M2 wires:
Scale bar: 20 µm.
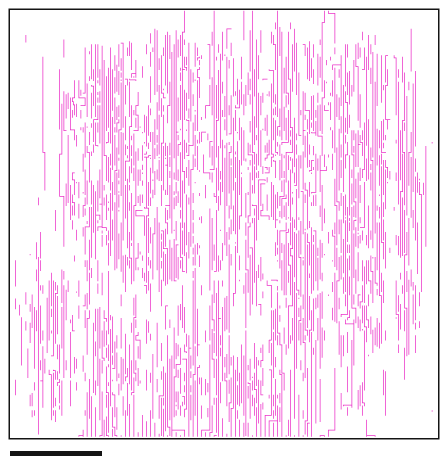
Wiring by layer:
Only two layers are drawn.
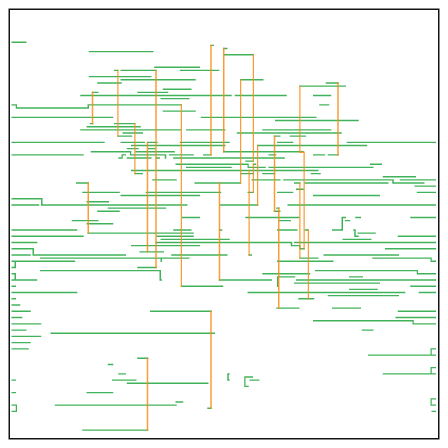
Wires at chosen ports, followed through buffers:
Scale bar: 20 µm.
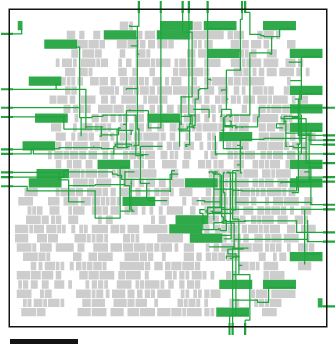
Wiring heat map:
The die is cut into 19 by 19 equal tiles; white is low, dark blue is high, scaled to the fullest tile. Values are wire area over tile area, all layers added.
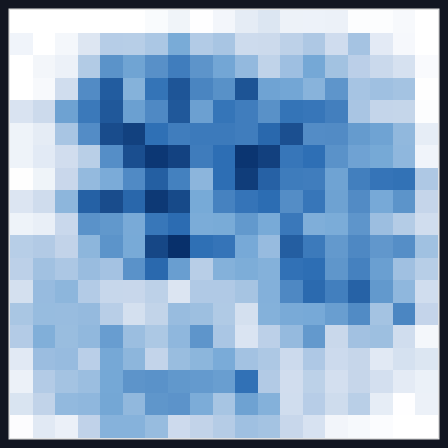
==> config.mk <==
export PLATFORM = sky130hd
export DESIGN_NAME = cpu_exec_core
export DESIGN_NICKNAME = d
export VERILOG_FILES = /design/src/rtl/cpu_pkg.sv /design/src/rtl/cpu_exec_alu.sv /design/src/rtl/cpu_exec_core.sv
export SDC_FILE = /design/constraint.sdc
export NUM_CORES = 1
export LEC_CHECK = 0
export ABC_AREA = 0
export CORE_UTILIZATION = 64
export CTS_BUF_LIST = sky130_fd_sc_hd__clkbuf_4 sky130_fd_sc_hd__clkbuf_8
export CTS_CLUSTER_DIAMETER = 200
export CTS_CLUSTER_SIZE = 40
export DETAILED_ROUTE_END_ITERATION = 12
export DONT_BUFFER_PORTS = 1
export HOLD_SLACK_MARGIN = 0.12
export PLACE_DENSITY = 0.82
export RECOVER_POWER = 100
export SLEW_MARGIN = 10
export SYNTH_ARGS = -nofsm -noshare
export SYNTH_HDL_FRONTEND = slang
export SYNTH_HIERARCHICAL = 1
export SYNTH_SLANG_ARGS = --single-unit
==> constraint.sdc <==
create_clock -name CLK -period 6.8 [get_ports CLK]
set_input_delay 1.36 -clock CLK [delete_from_list [all_inputs] [get_ports CLK]]
set_output_delay 1.36 -clock CLK [all_outputs]
set_load 0.005 [all_outputs]
==> metrics.yaml <==
max_stage_delay_ns: 0.60
drc: 0
final_nets: 786
dp_slack_ns: 0.478
ff_type: "dfstp_2"
violations: "max-capacitance violations, max-slew violations"
max_cap_violations: 1
finalClockSkew_ns: 0.0109
seq_area_um2: 788
outcome: "complete, but fails checks"
ys_types: 80
final-comb-area_mm2: 0.00413
dr.pass1.iters: 8
p_leak_nw: 2.19
hold_path_class: "register to register"
ys_cells: 688
finalMaxSlewViolations: 31
tns_ns: 0
arrival_ns: 5.10
cts_setup_buffers: 0
peakVddDrop_mv: 0.101
About 'M2 wires':
The layer carries 7170 µm of wire. 670 nets have wire on it. The longest straight run is 39.4 µm. The layer holds 46% of the routed length.
met2 Use GR: 0.591
Vias: 5353
final WL: 15700 µm

About 'wiring by layer':
Key: metal 3 = green [wire length 1830 µm]; metal 4 = orange [wire length 457 µm]
per-cell routed wire length: 20.3 µm
gr usage total: 0.365

About 'wires at chosen ports, followed through buffers':
Key: `PC` = green [direction output, edge 13 east, 9 west, 7 north, 3 south, end cells 32, buffers 0, wire 1790 µm]
# IOs: 128
IO buf count: 0

About 'wiring heat map':
The mean over all tiles is 0.31. 38% of the tiles are over half the peak. The fullest tile reaches 0.75. 6.1% of the tiles are nearly empty. The densest ninth of the die: center.

-- cell usage after synthesis, drive strengths merged (4+ instances only) --
| master | number | area [µm²] |
|---|---|---|
| a31oi | 7 | 43.8 |
| nand2b | 9 | 63.8 |
| dfstp | 30 | 788 |
| nor2b | 4 | 25.0 |
| buf | 33 | 259 |
| nor4 | 7 | 56.3 |
| nand4 | 20 | 140 |
| and3 | 9 | 56.3 |
| and4 | 6 | 55.1 |
| a21o | 17 | 128 |
| clkbuf | 7 | 26.3 |
| o22ai | 10 | 62.6 |
| o21ai | 54 | 270 |
| a31o | 4 | 35.0 |
| a211oi | 11 | 87.6 |
| nand2 | 58 | 225 |
| o211ai | 5 | 37.5 |
| mux2i | 14 | 140 |
| nor3 | 19 | 100 |
| and2 | 12 | 75.1 |
| nor2 | 57 | 245 |
| inv | 34 | 128 |
| ha | 54 | 676 |
| mux2 | 12 | 135 |
| nand3 | 23 | 115 |
| o21bai | 5 | 37.5 |
| xnor2 | 30 | 263 |
| a21oi | 58 | 302 |
| xor2 | 28 | 245 |
-- stage by stage --
| stage | util | cells |
|---|---|---|
| global placement | 0.663 | 766 |
| global route | 0.672 | 774 |
| detailed placement | 0.663 | 766 |
| CTS | 0.675 | 774 |
| finish | 0.672 | 774 |
| floorplan | - | 697 |
-- routing by layer --
layer	GRT usage	vias up	part of all wire
met5	0	-	0
met3	0.0935	51	0.12
met1	0.462	2518	0.40
met2	0.591	328	0.46
met4	0.144	0	0.029
li1	-	2456	-
-- cell type report --
class	count	share of cell area
clock inverters	1	0.000944
repair buffers	7	0.00708
multi-input cells	593	0.778
well taps	102	0.0241
clock buffers	7	0.0170
inverters	34	0.0241
flip-flops and latches	30	0.149
-- power groups by stage --
| stage | combinational, mW | sequential, mW | clock, mW |
|---|---|---|---|
| floorplan | 0.528 | 0.297 | 0 |
| CTS | 0.618 | 0.333 | 0.170 |
| global route | 0.696 | 0.329 | 0.176 |
| detailed placement | 0.613 | 0.334 | 0 |
| global placement | 0.591 | 0.330 | 0 |
| finish | 0.631 | 0.321 | 0.168 |
-- cell families after synthesis --
kind of cell | synth area share
muxes | 0.0519
and+or+nand+nor | 0.236
buffers and inverters | 0.0778
adders and majority gates | 0.137
other | 0.000707
AOI/OAI and AO/OA | 0.252
xor gates and xnor gates | 0.0958
DFF | 0.149
-- worst reg2reg max path, delay by kind of cell (launching register included) --
| family | cells | cell delay, ns |
|---|---|---|
| AND-OR/OR-AND | 6 | 1.74 |
| XOR/XNOR | 1 | 0.27 |
| adder cells (fa/ha/maj) | 1 | 0.30 |
| flip-flops | 1 | 0.70 |
| AND/OR/NAND/NOR | 5 | 1.06 |
No activity file was given, so power comes from the tool's default toggle rates.
